[config.mk]
export PLATFORM = sky130hd
export DESIGN_NAME = mandelbrot_pixel_packer
export DESIGN_NICKNAME = d
export VERILOG_FILES = /design/src/rtl/mandelbrot_pixel_packer.sv
export SDC_FILE = /design/constraint.sdc
export NUM_CORES = 1
export LEC_CHECK = 0
export CORE_MARGIN = 4
export CORE_UTILIZATION = 52
export CTS_BUF_LIST = sky130_fd_sc_hd__clkbuf_16
export DETAILED_ROUTE_END_ITERATION = 12
export GPL_TIMING_DRIVEN = 1
export PLACE_DENSITY = 0.78
export SLEW_MARGIN = 20
export SYNTH_ARGS = -nofsm -noshare
export SYNTH_HDL_FRONTEND = slang
export SYNTH_SLANG_ARGS = --single-unit
[constraint.sdc]
create_clock -name clk -period 2.63 [get_ports clk]
set_clock_uncertainty 0.1 [all_clocks]
set_input_delay 0.263 -clock clk [delete_from_list [all_inputs] [get_ports clk]]
set_output_delay 0.263 -clock clk [all_outputs]
set_load 0.01 [all_outputs]
[src/rtl/mandelbrot_pixel_packer.sv]
// rtl/mandelbrot_pixel_packer.sv - buffers finished mandelbrot pixels and streams them as MS-first nibbles
// Holds a small pixel queue and the top-level nibble sequencer.

module mandelbrot_pixel_fifo #(
    parameter int WIDTH = 8,
    parameter int DEPTH = 4
) (
    input  logic                       clk,
    input  logic                       reset,
    input  logic                       push,
    input  logic [WIDTH-1:0]           push_data,
    input  logic                       pop,
    output logic [WIDTH-1:0]           head,
    output logic [$clog2(DEPTH):0]     level,
    output logic                       full
);
    localparam int AW = $clog2(DEPTH);
    localparam int LW = AW + 1;

    logic [WIDTH-1:0] mem [DEPTH];
    logic [AW-1:0]    wr_ptr;
    logic [AW-1:0]    rd_ptr;

    // Callers only push when not full and only pop when non-empty.
    always_ff @(posedge clk) begin
        if (reset) begin
            wr_ptr <= '0;
            rd_ptr <= '0;
            level  <= '0;
        end else begin
            if (push) begin
                wr_ptr <= wr_ptr + AW'(1);
            end
            if (pop) begin
                rd_ptr <= rd_ptr + AW'(1);
            end
            case ({push, pop})
                2'b10:   level <= level + LW'(1);
                2'b01:   level <= level - LW'(1);
                default: level <= level;
            endcase
        end
    end

    always_ff @(posedge clk) begin
        if (push) begin
            mem[wr_ptr] <= push_data;
        end
    end

    assign head = mem[rd_ptr];
    assign full = (level == LW'(DEPTH));
endmodule

module mandelbrot_pixel_packer #(
    parameter int CTRWIDTH = 7,
    parameter int DEPTH    = 4
) (
    input  logic                       clk,
    input  logic                       reset,
    input  logic [CTRWIDTH-1:0]        ctr_in,
    input  logic                       ctr_valid,
    input  logic [CTRWIDTH-1:0]        max_ctr,
    input  logic                       out_ready,
    input  logic                       clear_ovf,
    output logic [3:0]                 out_data,
    output logic                       out_valid,
    output logic                       out_last,
    output logic                       out_inset,
    output logic [$clog2(DEPTH):0]     level,
    output logic                       overflow
);
    localparam int NIBBLES = (CTRWIDTH + 3) / 4;
    localparam int PW      = 4 * NIBBLES;
    localparam int NW      = (NIBBLES > 1) ? $clog2(NIBBLES) : 1;
    localparam int LW      = $clog2(DEPTH) + 1;

    typedef enum logic {
        S_EMPTY = 1'b0,
        S_SEND  = 1'b1
    } state_t;

    state_t              state;
    logic [NW-1:0]       nib_idx;
    logic                fifo_full;
    logic [CTRWIDTH:0]   head;
    logic [CTRWIDTH:0]   entry;
    logic                accept;
    logic                drop;
    logic                xfer;
    logic                last_nib;
    logic                pop;
    logic [PW-1:0]       padded;
    logic [3:0]          sel_nib;

    assign entry    = {(ctr_in == max_ctr), ctr_in};
    assign accept   = ctr_valid && !fifo_full;
    assign drop     = ctr_valid && fifo_full;
    assign xfer     = out_valid && out_ready;
    assign last_nib = (nib_idx == NW'(NIBBLES - 1));
    assign pop      = xfer && last_nib;

    mandelbrot_pixel_fifo #(
        .WIDTH (CTRWIDTH + 1),
        .DEPTH (DEPTH)
    ) u_fifo (
        .clk       (clk),
        .reset     (reset),
        .push      (accept),
        .push_data (entry),
        .pop       (pop),
        .head      (head),
        .level     (level),
        .full      (fifo_full)
    );

    // Fullness is judged on the registered level, so a same-cycle pop never
    // makes room for a push arriving while full.
    always_ff @(posedge clk) begin
        if (reset) begin
            state    <= S_EMPTY;
            nib_idx  <= '0;
            overflow <= 1'b0;
        end else begin
            if (drop) begin
                overflow <= 1'b1;
            end else if (clear_ovf) begin
                overflow <= 1'b0;
            end
            case (state)
                S_EMPTY: begin
                    nib_idx <= '0;
                    if (accept) begin
                        state <= S_SEND;
                    end
                end
                S_SEND: begin
                    if (xfer) begin
                        nib_idx <= last_nib ? '0 : nib_idx + NW'(1);
                    end
                    if (pop && level == LW'(1) && !accept) begin
                        state <= S_EMPTY;
                    end
                end
                default: state <= S_EMPTY;
            endcase
        end
    end

    assign padded = PW'(head[CTRWIDTH-1:0]);

    always_comb begin
        sel_nib = '0;
        for (int i = 0; i < NIBBLES; i++) begin
            if (nib_idx == NW'(i)) begin
                sel_nib = padded[4*(NIBBLES-1-i) +: 4];
            end
        end
    end

    assign out_valid = (state == S_SEND);
    assign out_data  = out_valid ? sel_nib : 4'h0;
    assign out_last  = out_valid && last_nib;
    assign out_inset = out_valid && head[CTRWIDTH];
endmodule
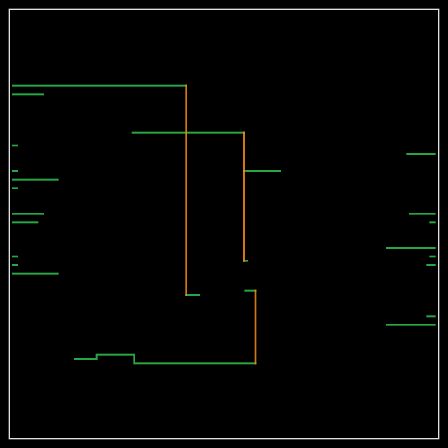
**Above:** run 1 (metal layers overlaid).
Two of the layers only.
color	layer	wire length
green	M3	144 um
orange	M4	65.3 um
drt total wl: 3.501 mm
GRT Total Usage: 17.88%
vias: 1065
mean routed wirelength per cell: 17.25 um

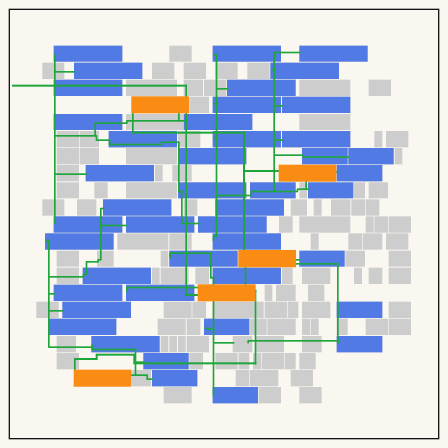
**Above:** run 1 (clock network drawn from the DEF).
[blue] flip-flops | count: 44
[green] clock wires | length: 506 um
[orange] clock-net drivers | count: 5
routed clock nets	6

==> metrics.yaml, run 1 <==
clock_network:
  numCtsBuffers: 5
  cts_tree: "built"
  root_buffer: "clkbuf_16"
  clock_latency_ns: 0.28
  cts_sinks: 44
  cts.htree.levels: 2
  postCtsHoldBufs: 0
sta:
  tightest_slew_ns: 0.5648
  rsz0062_at_grt: "no"
  post-route-min-period_ns: 2.386
  fmax_mhz: 419.2
  drv_slew: 0
power_and_ir_drop:
  pwr-share-comb_pct: 9.8
  power.switching_mw: 0.3517
  clkPwrFrac_pct: 41.1
  powerDensity_nw_per_um2: 682.8
  p_sw_share_pct: 21.59
status:
  status: "completed"
logic_synthesis:
  edf_count: 32
  ys_area_sq_um: 1882
  ys_seq_share_pct: 63.83
  largest_area_cell: "edfxtp_1"
  synthesis.area_sq_um: 1882
drt:
  route.detailed.drc: 0
  drt-initial-drc-count: 38
  first_pass_iters: 4
cells_and_area:
  area_growth_pct: 26.80
  diodes: 0
  comb_area_sq_um: 629.4
global_route:
  grt_max_degree: 16
  grt_pass1_wl_mm: 5.492
worst_setup_path:
  cp_max_fo: 8
  timing.rr.start: "u_fifo.level[0]$_SDFFE_PP0P_"
  cp.arrival_ns: 2.02
  cp-end-kind: "primary output"
  regToRegEndpoint: "u_fifo.level[2]$_SDFFE_PP0P_"
  worstSetupStartpointType: "flop"
  path_class: "reg2out"
die:
  core-area_sq_um: 3416
  fp_util_pct: 55.09
placed_design:
  placed_area_sq_um: 2220
  globalplace.congestion: 0.8408
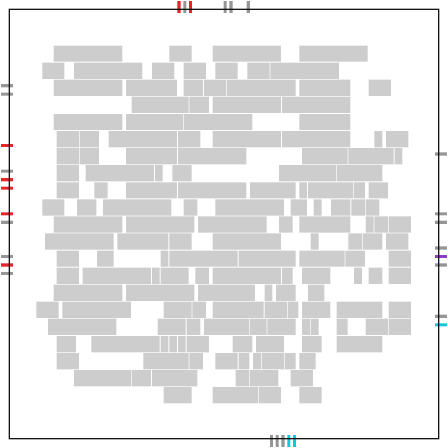
**Above:** run 1 (ports around the boundary).
Pins as bars across the die edge, other pins in gray.
color	port	pins	direction	edge
purple	`out_inset`	1	output	right
cyan	`level`	3	output	2 bottom, 1 right
red	`max_ctr`	7	input	5 left, 2 top
all pins by edge	11 left, 8 right, 6 top, 5 bottom
die height: 68.16 um
die width: 68.16 um

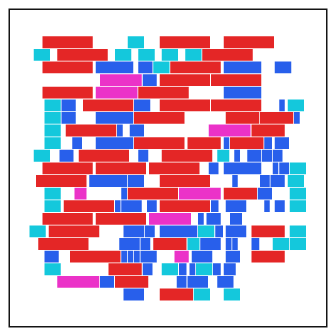
**Above:** run 1 (cell classes on the final placement).
color	class	cells	share of their area
blue	remaining logic cells	74	28%
red	sequential cells	44	52%
magenta	clock drivers and dummy loads	8	7.1%
cyan	remaining buffers and delay cells	31	13%

==> run 1: layout by cell type (no fill, tap or decap), drive strengths merged, types with 2 or more instances in the layout <==
cell | synthesis | layout
edfxtp | 32 | 32
clkdlybuf4s50 | 0 | 29
dfxtp | 12 | 12
nor2 | 10 | 10
ha | 9 | 9
mux4 | 8 | 8
inv | 7 | 8
and2 | 7 | 7
xnor2 | 7 | 7
xor2 | 6 | 6
clkbuf | 2 | 6
mux2i | 5 | 5
a21oi | 3 | 3
nand4 | 2 | 2
buf | 2 | 2
==> run 1: worst max-delay path: stages (launching register included) <==
cell	delay, ns
dfxtp_1	0.31
buf_4	0.20
mux4_2	0.52
mux2i_1	0.16
nor2_1	0.07
clkdlybuf4s50_1	0.48
==> run 1: flip-flops by register name, summed over array words and instances (netlist names), named ones only <==
register,cells
u_fifo.rd_ptr,2
last_nib,1
u_fifo.wr_ptr,2
u_fifo.mem,32
out_valid,1
u_fifo.level,3
overflow,1
==> run 1: layer usage <==
| metal | track usage (%) | vias up | part of all wire [%] |
|---|---|---|---|
| li1 | - | 513 | - |
| met4 | 8.189 | 0 | 1.9 |
| met2 | 30.69 | 24 | 53 |
| met1 | 19.85 | 521 | 41 |
| met5 | 0 | - | 0 |
| met3 | 6.240 | 7 | 4.1 |
==> run 1: per-stage QoR <==
step | util, % | setup WS, ns
final | 69.85 | 0.2445
after global placement | 64.98 | 0.5793
after CTS | 69.85 | 0.2261
after detailed placement | 64.98 | 0.5448
after floorplan | - | 0.4449
after global routing | 69.85 | 0.1544
==> run 1: cells by family (layout without fill, tap and decap cells) <==
kind of cell	Yosys count	after routing	share of synthesized area (%)
flip-flops	44	44	63.83
AND/OR/NAND/NOR	25	25	6.849
XOR/XNOR	13	13	6.051
buffers and inverters	11	46	2.726
adder cells (fa/ha/maj)	9	9	5.984
AND-OR/OR-AND	7	7	2.327
multiplexers	13	13	12.23
==> run 1: power groups by stage <==
stage / clock (mW) / combinational, mW / sequential (mW)
3_5_place_dp: 0 / 0.161 / 0.814
4_1_cts: 0.683 / 0.163 / 0.799
5_1_grt: 0.717 / 0.177 / 0.801
2_1_floorplan: 0 / 0.0833 / 0.809
6_report: 0.670 / 0.160 / 0.799
3_3_place_gp: 0 / 0.154 / 0.810
==> run 1: how the worst max path moves through the flow <==
stage | slack, ns | end | cells past startpoint
after floorplan | 0.44 | u_fifo.level[2]$_SDFFE_PP0P_ | 7
after global placement | 0.58 | out_data[1] | 5
after detailed placement | 0.54 | u_fifo.level[2]$_SDFFE_PP0P_ | 6
after CTS | 0.23 | out_data[0] | 5
after global routing | 0.15 | out_data[2] | 5
final | 0.24 | out_data[0] | 5
==> run 1: layout make-up <==
class	instances	share of cell area [%]
flip-flops and latches	44	50.34
multi-input cells	67	26.38
repair buffers	31	12.79
clock buffers	6	6.293
well taps	46	2.412
inverters	7	1.101
clock inverters	2	0.6817
--- run 2 (diff from run 1) ---
--- a/config.mk
+++ b/config.mk
@@ -6,11 +6,11 @@
 export NUM_CORES = 1
 export LEC_CHECK = 0
 export CORE_MARGIN = 4
-export CORE_UTILIZATION = 52
+export CORE_UTILIZATION = 47
 export CTS_BUF_LIST = sky130_fd_sc_hd__clkbuf_16
 export DETAILED_ROUTE_END_ITERATION = 12
 export GPL_TIMING_DRIVEN = 1
-export PLACE_DENSITY = 0.78
+export PLACE_DENSITY = 0.74
 export SLEW_MARGIN = 20
 export SYNTH_ARGS = -nofsm -noshare
 export SYNTH_HDL_FRONTEND = slang
==> constraint.sdc (replaced) <==
create_clock -name clk -period 2.1 [get_ports clk]
set_clock_uncertainty 0.1 [all_clocks]
set_input_delay 0.21 -clock clk [delete_from_list [all_inputs] [get_ports clk]]
set_output_delay 0.21 -clock clk [all_outputs]
set_load 0.01 [all_outputs]
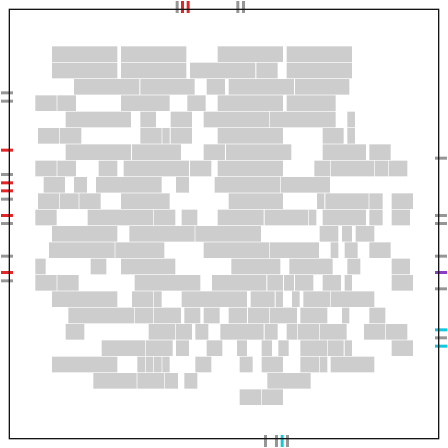
**Above:** run 2 (ports around the boundary).
Pins as bars across the die edge, other pins in gray.
color	port	pins	direction	edge
cyan	`level`	3	output	2 right, 1 bottom
red	`max_ctr`	7	input	5 left, 2 top
purple	`out_inset`	1	output	right

==> run 2 against run 1 <==
Against the previous run: final area rose by 2.3%; critical path type unchanged; die size increased by 9.4%; sequential cell count unchanged; highest routed layer unchanged; clock power grew 14%; total power rose by 21%.
==> metrics.yaml, run 2 <==
global_route:
  grt_pass1_wl_mm: 5.623  # was 5.492 mm
  grt_max_degree: 16  # unchanged
  grtUsageTotal_pct: 15.14  # was 17.88%
worst_setup_path:
  path_class: "reg2out"  # unchanged
  cp-end-kind: "primary output"  # unchanged
  worstSetupStartpointType: "flop"  # unchanged
  cpLargestDelayFamily: "multiplexers"  # unchanged
  cp.arrival_ns: 1.69  # was 2.02 ns
  cp_max_fo: 8  # unchanged
  timing.rr.start: "u_fifo.level[1]$_SDFFE_PP0P_"  # was u_fifo.level[0]$_SDFFE_PP0P_
  slowest_stage: "mux4_2"  # unchanged
  slowest_delay_ns: 0.50  # was 0.52 ns
  cp_cell_sequence: "buf_12, mux4_2, and2_1, dlygate4sd2_1"  # was buf_4, mux4_2, mux2i_1, nor2_1, clkdlybuf4s50_1
  regToRegEndpoint: "u_fifo.level[2]$_SDFFE_PP0P_"  # unchanged
clock_network:
  root_buffer: "clkbuf_16"  # unchanged
  cts_tree: "built"  # unchanged
  cts_sinks: 44  # unchanged
  cts.htree.levels: 2  # unchanged
drt:
  met3_length_um: 270  # was 144 um
  route.detailed.drc: 0  # unchanged
  first_pass_iters: 5  # was 4
  drt-initial-drc-count: 34  # was 38
  drt_wl_total_mm: 3.493  # was 3.501 mm
  top_layer: "met4"  # unchanged
  route.layer.met1.wl_mm: 1.378  # was 1.420 mm
power_and_ir_drop:
  p_sw_share_pct: 22.22  # was 21.59%
  pwr-share-comb_pct: 10.9  # was 9.8%
cells_and_area:
  layout.cells.most_common: "edfxtp_1"  # unchanged
  area_growth_pct: 29.72  # was 26.80%
  lay_top_cells: "edfxtp_1, clkdlybuf4s50_1, dfxtp_1"  # unchanged
  reg_top3: "u_fifo.mem: 32 flops, u_fifo.level: 3 flops"  # unchanged
  largest_register_ffs: 32  # unchanged
placed_design:
  placed_area_sq_um: 2298  # was 2220 sq um
  globalplace.congestion: 0.7406  # was 0.8408
sta:
  fmax_mhz: 500.2
  tightest_slew_ns: 0.4215  # was 0.5648 ns
  rsz0062_at_grt: "no"  # unchanged
  post-route-min-period_ns: 1.999
status:
  status: "completed"  # unchanged
logic_synthesis:
  ys_seq_share_pct: 63.83  # unchanged
  synthesis.area_sq_um: 1882  # unchanged
  edf_count: 32  # unchanged
  largest_area_cell: "edfxtp_1"  # unchanged
die:
  fp_util_pct: 49.90  # was 55.09%
  die_w_um: 71.28  # was 68.16 um
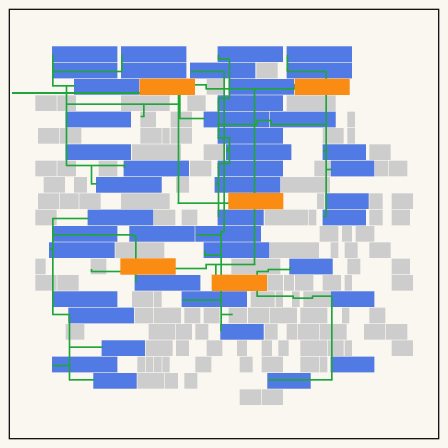
**Above:** run 2 (clock network drawn from the DEF).
[orange] clock-net drivers | count: 5
[green] clock wires | length: 512 um
[blue] flip-flops | count: 44
flops lie	all over the die
routed clock nets	6
Latency at later pin: 0.28 ns
clk pwr: 0.762 mW
clock share of power: 38.6%

==> run 2: metal layers <==
metal / vias up / global-route usage [%]
li1: 528 / -
met1: 524 / 17.55
met2: 43 / 25.61
met3: 4 / 5.610
met4: 0 / 5.637
met5: - / 0
==> run 2: layout make-up <==
| cell class | instances | area, sq um | area share (%) |
|---|---|---|---|
| sequential | 44 | 1202 | 49.26 |
| multi-input combinational | 67 | 633.1 | 25.94 |
| timing repair buffer | 39 | 370.4 | 15.17 |
| clock buffer | 5 | 125.1 | 5.126 |
| tap | 48 | 60.06 | 2.460 |
| inverter | 7 | 26.28 | 1.076 |
| clock inverter | 3 | 23.77 | 0.9739 |
==> run 2: worst reg2reg max path: cells and delay by family (launching register included) <==
kind / cells / cell delay [ns]
simple gates: 1 / 0.31
mux: 1 / 0.13
flops: 1 / 0.36
buf+inv: 2 / 0.16
fa+ha+maj: 2 / 0.45
compound gates: 2 / 0.32
==> run 2: power by group through the flow <==
stage	Clock (mW)	Combinational, mW	Sequential, mW
2_1_floorplan	0	0.106	1.01
3_3_place_gp	0	0.213	1.01
3_5_place_dp	0	0.220	1.01
4_1_cts	0.779	0.219	0.997
5_1_grt	0.822	0.237	1.00
6_report	0.762	0.215	0.996
==> run 2: worst max-delay path by stage <==
stage | slack, ns | end | start | cells past startpoint
6_report | 0.10 | out_data[3] | flop | 4
5_1_grt | 0.02 | out_data[2] | flop | 5
4_1_cts | 0.0001 | out_data[1] | flop | 5
3_5_place_dp | 0.11 | out_data[1] | flop | 5
3_3_place_gp | 0.13 | out_data[1] | flop | 5
2_1_floorplan | 0.03 | u_fifo.level[2]$_SDFFE_PP0P_ | u_fifo.level[0]$_SDFFE_PP0P_ | 7
==> run 2: logic make-up (layout without fill, tap and decap cells) <==
kind of cell / after synthesis / in the layout / synth area share, %
flip-flops: 44 / 44 / 63.83
multiplexers: 13 / 13 / 12.23
XOR/XNOR: 13 / 13 / 6.051
adder cells (fa/ha/maj): 9 / 9 / 5.984
AND/OR/NAND/NOR: 25 / 25 / 6.849
buffers and inverters: 11 / 54 / 2.726
AND-OR/OR-AND: 7 / 7 / 2.327
==> run 2: timing repair <==
| item | CTS | global route |
|---|---|---|
| endpoints found under the setup margin | 5 | 3 |
| gates resized | 6 | 4 |
| hold buffers | 0 | 0 |
| buffers inserted | 0 | 0 |
==> run 2: through the flow <==
stage          hold slack, ns  power [mW]  instances  util [%]  setup slack (ns)
2_1_floorplan          0.1885       1.119        122         -           0.02885
3_3_place_gp           0.3574       1.224        205     60.95            0.1288
3_5_place_dp           0.3679       1.235        205     60.95            0.1056
4_1_cts                0.3769       1.994        213     64.76         0.0001479
5_1_grt                0.4057       2.059        213     64.73           0.02294
6_report               0.3711       1.973        213     64.73            0.1009
Power and IR drop assume default switching activity.
